Fig. 1: run 1, routed metal, one colour a layer
The bar under the picture is 20 um long. Two of the layers only.
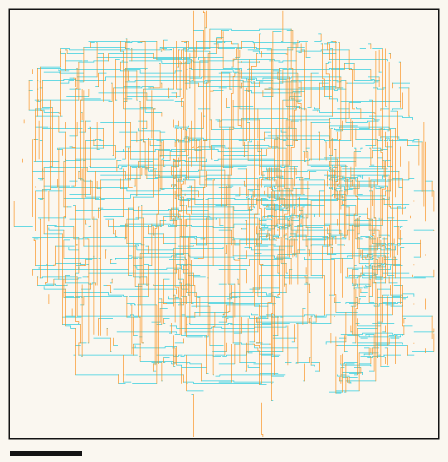
Fig. 2: run 1, met2 routing
The bar under the picture is 20 um long.
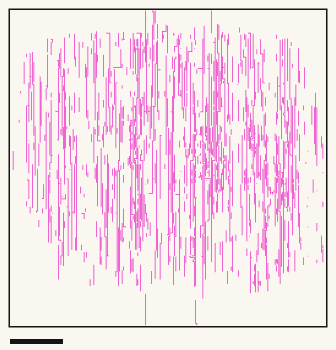
Fig. 3: run 1, met3 routing
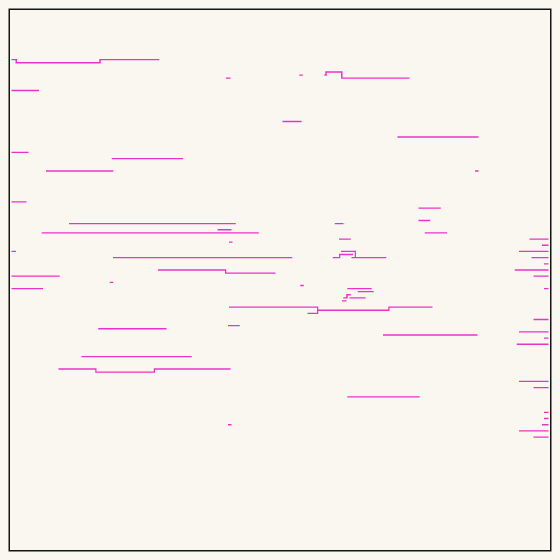
Design fifo_core_ext, sky130hd; sources not shown.
==> flow_summary.yaml, run 1 <==
# yosys + openroad results
timing:
  worst_pin_slew_ns: 1.03
  count_of_endpoints_failing_setup_in_the_final_report: 0
  fmaxAchievable_mhz: 314
  period_utilisation_layout_pct: 57.4
  setup_repair_after_global_routing_missed_its_margin: "no"
  final.hold.worst_slack_ns: 0.110
  hold_violations: 0
  setup-tns-final_ns: 0
  rel_slew_slack_pct: 31.2
  slew_violations: 0
cells_and_area:
  area_share_clock_buf_inv_pct: 7.68
  nets: 424
  buffers_excl_clock: 49
  clockBufferCount: 19
  antenna-diode-count: 0
  seq_cell_count: 151
  final_layout_size_suffix_gt1_share_pct: 20.2
  n_multi_input_combinational_cell: 174
  layout.nonclk_buf_share_pct: 5.47
  fraction_of_area_in_multi_input_gates_pct: 23.0
  comb_area_mm2: 0.00168
  postLayoutCoreUtil_pct: 59.9
  largest_class: "registers"
  seqAreaFraction_pct: 60.4
  num-nonclk-inverters: 9
  final_design_instance_area_without_fill_mm2: 0.00731
  sequential_cell_area_mm2: 0.00442
  most-common-layout-cells: "edfxtp_1, mux4_2, nor2_1, clkdlybuf4s50_1"
  layout.filler_cells: 930
logic_synthesis:
  post_synth_num_cell_types: 38
  post_synth.cell_area_avg_um2: 17.7
  top_cell_area_share_pct: 61.8
  netlist_top_cells_count: "edfxtp_1, mux4_2, nor2_1"
  ys_seq_share_pct: 71.0
  synth.logic.top_family: "multiplexers"
  largest_area_cell: "edfxtp_1"
  netlist_area_before_placement_mm2: 0.00622
  synthesis.nets: 374
  async_reset_ff_share_pct: 15.2
  area_leaders: "edfxtp_1, mux4_2, dfrtp_1, mux2i_1, nor2_1"
  synth.cellmix.xorXnorShare_pct: 0.845
  yosys_cells: 352
  yosys_most_used_dff: "edfxtp_1"
  synthesis.yosys.warnings: 0
  syn-instance-count: 352
  mux_area_share_pct: 15.0
  adder_share_pct: 1.93
  numSynthFlops: 151
min_path:
  worst_hold_path_type: "in2async"
routing:
  top_layer_used: "met4"
  drt.antenna.violating_nets: 0
  route.met3.wl_um: 563
  wl_met2_um: 6070
  first_iter_violations: 278
  drc_errors: 0
  drt-met1-wl_um: 5250
critical_path:
  crit_family: "buffers and inverters"
  worst_reg2reg_setup_slack_ns: 2.63
  reg2reg_depth: 11
  worstPathMaxFanout: 8
  critPathBufInv: 4
  setup.worst_path.start_class: "flip-flop"
  timing.critical_path.arrival_ns: 2.63
  crit_chain: "buf_6 > or3_4 > or3_1 > buf_6 > inv_6 > clkdlybuf4s50_1"
  crit_path_frequent_cell: "buf_6"
  critical_path_cell_count: 6
pwr:
  power.total_uw: 3230
  power.share.sequential_pct: 41.8
  netSwitchingPower_uw: 969
  powerDensity_mw_per_mm2: 441
  worst_ir_drop_vdd_v: 0.000272
  p_clk_share_pct: 33.9
  intPower_uw: 2260
  cellLeakagePower_uw: 0.00249
  power.switching_fraction_pct: 30.0
grt:
  grt_pass1_vias: 3220
  initial_antenna_violation_count: 0
  globalRouteOverflowTotal: 0
  grt_pass1_wl_um: 18300
  global_route.usage.met1_pct: 23.0
placed_design:
  placed_cells_incl_taps: 551
  placed_instance_area_mm2: 0.00676
  gp_congestion: 0.853
  port_buffers: 29
  dp_worst_setup_slack_ns: 2.24
  detailedPlacementHpwl_um: 7990
floorplan:
  fp.dieH_um: 119
  coreArea_mm2: 0.0122
  tap_cells: 168
  die_area_mm2: 0.0141
  floorplan.core_util_pct: 51.0
  die.size.x_um: 119
  fp-row-count: 40
  pin_count: 32
clock_network:
  tritoncts.num_buffers: 17
  clk_transition_reported_paths_ns: 0.06
  cts.sink_count: 151
  cts_tree: "done"
  cts-root-to-sink-buffers: 2
  cts_hold_repair.buffers: 0
  cts-htree-levels: 4
run_status:
  outcome: "complete, no violations"
-- Fig. 1 (at the start) --
orange -> met2  # wire length 6,070 um
cyan -> met1  # wire length 5,250 um
routed vias: 3,293
global-route usage over all layers: 18.2%
total wire length after detailed routing: 12,200 um
wire length per cell after detailed routing: 20.9 um

-- Fig. 2 (at the start) --
main direction = vertical
longest straight run = 54.1 um
share of all routed wire = 50%
global-route met2 utilization: 29.3%

-- Fig. 3 (at the start) --
main direction = horizontal
longest straight run = 47.4 um
nets with wire on the layer = 48
global routing usage on met3: 5.41%

run 1: logic make-up (layout without fill, tap and decap cells):
logic type | after synthesis | in the layout
multiplexers | 53 | 53
AND-OR/OR-AND | 32 | 32
AND/OR/NAND/NOR | 74 | 74
XOR/XNOR | 6 | 6
buffers and inverters | 27 | 90
flip-flops | 151 | 151
adder cells (fa/ha/maj) | 9 | 9
run 1: power groups by stage:
stage / Sequential (uW) / Clock (uW) / Combinational, uW
2_1_floorplan: 1510 / 0 / 411
3_3_place_gp: 1370 / 0 / 778
3_5_place_dp: 1370 / 0 / 792
4_1_cts: 1350 / 1110 / 794
5_1_grt: 1360 / 1160 / 841
6_report: 1350 / 1090 / 785
==> run 1 -> run 2 <==
PLACE_DENSITY = 0.7   (was 0.67)
clock period = 2.6 ns   (was 5.55 ns; I/O delays follow)
Fig. 4: run 2, supply network
The bar under the picture is 20 um long. Pins as bars on the die edge.
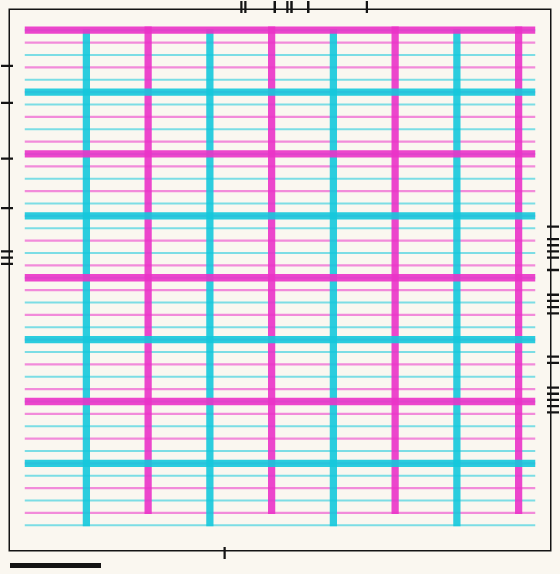
cyan -> VSS
magenta -> VDD
rows = 40
met4 straps = 8
signal pins = 32
met1 rails = 41
met5 straps = 8
height of the chip: 119 um
core region area: 0.0122 mm2
worst vdd ir: 0.000614 V
die span in x: 119 um

Fig. 5: run 2, the clock network
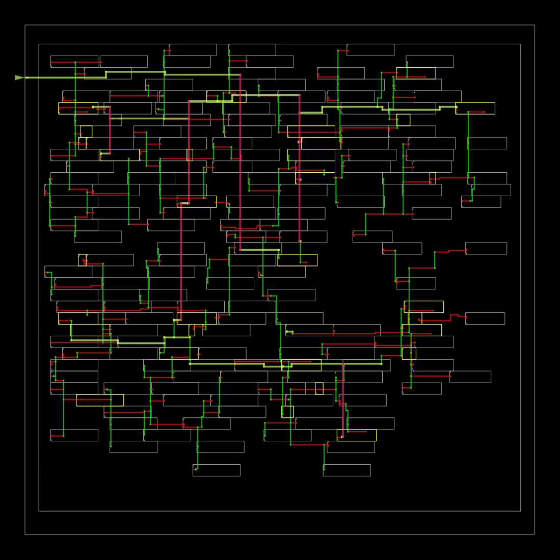
count of clock-net buffers in the final layout: 18
number of clock sinks: 151
number of clock buffers inserted by TritonCTS: 17
number of sequential storage elements: 151

Fig. 6: run 2, routed metal, one colour a layer
The bar under the picture is 20 um long. Two of the layers only.
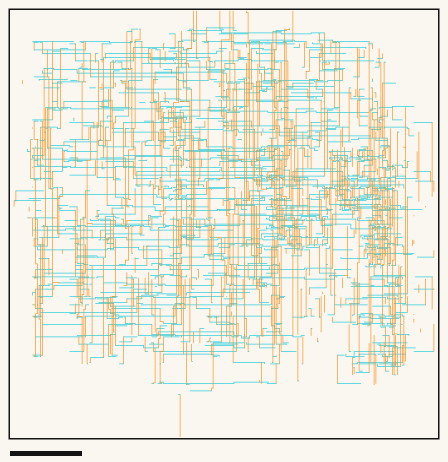
orange -> met2  # wire length 6,150 um
cyan -> met1  # wire length 5,080 um
routed vias: 3,364
total wire length after detailed routing: 12,600 um
global-route usage over all layers: 19.2%
wire length per cell after detailed routing: 21.5 um

==> run 2 against run 1 <==
First-iteration DRC count fell by 5.0%. Setup slack got worse by 2.3 ns. Total power grew 120%. Clock skew grew 0.0034 ns. Critical path depth rose by 4. Sequential cell count did not move. Largest power group unchanged. Highest routed layer unchanged.
==> flow_summary.yaml, run 2 <==
# yosys + openroad results
clock_network:
  post_cts.repair.setup_buffers: 4
  cts_hold_repair.buffers: 0
  clk_transition_reported_paths_ns: 0.06
  postCtsResizedCells: 10
  cts-htree-levels: 4
  cts_tree: "done"
  cts-root-to-sink-buffers: 2
  cts_root_buffer: "clkbuf_16"
  clock_latency_ns: 0.42
cells_and_area:
  final_design_instance_area_without_fill_mm2: 0.00746
  number_of_standard_cells_in_the_layout_taps_in_and_fillers_out: 585
  sequential_cell_area_mm2: 0.00442
  comb_area_mm2: 0.00178
  largest_register_ffs: 128
  final_layout_size_suffix_gt1_share_pct: 24.2
  most-common-layout-cells: "edfxtp_1, mux4_2, nor2_1"
  antenna-diode-count: 0
  nets: 427
  postLayoutCoreUtil_pct: 61.1
  area_growth_syn_to_layout_pct: 19.9
  layout.filler_cells: 913
  final_common_cell: "edfxtp_1"
pwr:
  dominant_power_group: "registers"
  powerDensity_mw_per_mm2: 954
  power.share.sequential_pct: 40.4
  power.switching_fraction_pct: 30.1
  netSwitchingPower_uw: 2140
  p_clk_share_pct: 34.2
  comb_power_share_pct: 25.4
  cellLeakagePower_uw: 0.00253
  power_clock_uw: 2430
  intPower_uw: 4970
  pg_comb_uw: 1810
  power.total_uw: 7110
  p_seq_uw: 2870
critical_path:
  worst_reg2reg_setup_slack_ns: 0.11
  worstPathMaxFanout: 3
  critPathMaxStageDelay_ns: 0.41
  crit_path_frequent_cell: "or3_4"
  crit_chain: "or3_4 > or3_4 > nand3_4 > inv_4 > ha_4 > a21o_1 > a21oi_2 > xor2_1 > nor2_1 > mux2_4"
  critical_path_cell_count: 10
  critPathBufInv: 1
  criticalPathCategory: "reg2reg"
  worstSetupEndpointType: "flip-flop"
  timing.critical_path.arrival_ns: 2.79
  slowest_cell_on_crit_path: "dfrtp_2"
  worstPathRequired_ns: 2.90
  setup.worst_path.start_class: "flip-flop"
  crit_family: "simple AND/OR/NAND/NOR gates"
  reg2reg_depth: 10
routing:
  wl_met2_um: 6150
  drc_errors: 0
  drt_first_pass_iters: 4
  drt-met1-wl_um: 5080
  route.met3.wl_um: 831
  first_iter_violations: 264
  drt.antenna.violating_nets: 0
  detail_route.vias_per_cell: 5.75
  top_layer_used: "met4"
timing:
  setup_slack_ns: 0.112
  worst_pin_slew_ns: 1.00
  rel_slew_slack_pct: 33.0
  finalCriticalPeriod_ns: 2.49
  final.hold.worst_slack_ns: 0.280
  period_utilisation_layout_pct: 95.7
  setup-tns-final_ns: 0
  fmaxAchievable_mhz: 402
  hold_violations: 0
  count_of_endpoints_failing_setup_in_the_final_report: 0
  worst_clock_skew_ns: 0.0108
  setup_repair_after_global_routing_missed_its_margin: "no"
  slew_violations: 0
logic_synthesis:
  synthesis.nets: 374
  syn-instance-count: 352
  post_synth.cell_area_avg_um2: 17.7
  synth.logic.top_family: "multiplexers"
  top_cell_area_share_pct: 61.8
  area_leaders: "edfxtp_1, mux4_2, dfrtp_1, mux2i_1, nor2_1"
  synth-edff-count: 128
  yosys_most_used_dff: "edfxtp_1"
  netlist_area_before_placement_mm2: 0.00622
  mux_area_share_pct: 15.0
  largest_area_cell: "edfxtp_1"
  yosys.area_share.simple_pct: 5.43
  synth.cellmix.xorXnorShare_pct: 0.845
  share_of_synthesized_cell_area_in_and_or_and_or_and_compound_cells_pct: 3.50
  yosys_chip_area_mm2: 0.00622
  ys_seq_share_pct: 71.0
  synth_dominant_cell_count: "edfxtp_1"
  synthesis.yosys.warnings: 0
  adder_share_pct: 1.93
  netlist_top_cells_count: "edfxtp_1, mux4_2, nor2_1"
  post_synth_num_cell_types: 38
  yosys_cells: 352
  numSynthFlops: 151
  async_reset_ff_share_pct: 15.2
grt:
  busiest_layer: "met2"
  global_route_met2_utilization_pct: 29.6
  grt_use_met3_pct: 5.17
  maximum_number_of_pins_on_one_net_before_global_route_repair: 24
  grt_pass1_vias: 3517
  globalRouteOverflowTotal: 0
  grt_pass1_wl_um: 19700
  global_route.usage.met1_pct: 25.2
  initial_antenna_violation_count: 0
job:
  openroad.warnings: 30
  timing.max_cap.violations: 0
placed_design:
  port_buffers: 29
  placed_cells_incl_taps: 551
  dp_worst_setup_slack_ns: -0.388
  detailedPlacementHpwl_um: 8000
  gp_congestion: 0.811
  placed_instance_area_mm2: 0.00681
floorplan:
  floorplan.core_util_pct: 51.0
  fp-row-count: 40
  pin_count: 32
  die_area_mm2: 0.0141
min_path:
  holdPathStages: 2
  worst_hold_path_type: "in2reg"
run_status:
  outcome: "complete, no violations"
[run 2: netlist changes by cell type in the layout (fill, tap and decap cells not counted), sizes merged]
cell and delta:
bufinv +1, dlygate4sd3 +1, clkinv -2, buf +3, inv +1, dlygate4sd2 +2, clkdlybuf4s50 -2, clkbuf -2
[run 2: cells by family (layout without fill, tap and decap cells)]
kind of cell             after synthesis  after routing
flip-flops                           151            151
multiplexers                          53             53
buffers and inverters                 27             92
XOR/XNOR                               6              6
AND-OR/OR-AND                         32             32
adder cells (fa/ha/maj)                9              9
AND/OR/NAND/NOR                       74             74
[run 2: layout make-up]
class,count,share of cell area (%)
Sequential cell,151,59.3
Multi-Input combinational cell,174,23.9
Clock buffer,18,5.75
Timing Repair Buffer,37,4.63
Tap cell,168,2.82
Clock inverter,13,2.06
Buffer,15,0.990
Inverter,9,0.554
Power and IR drop assume default switching activity.
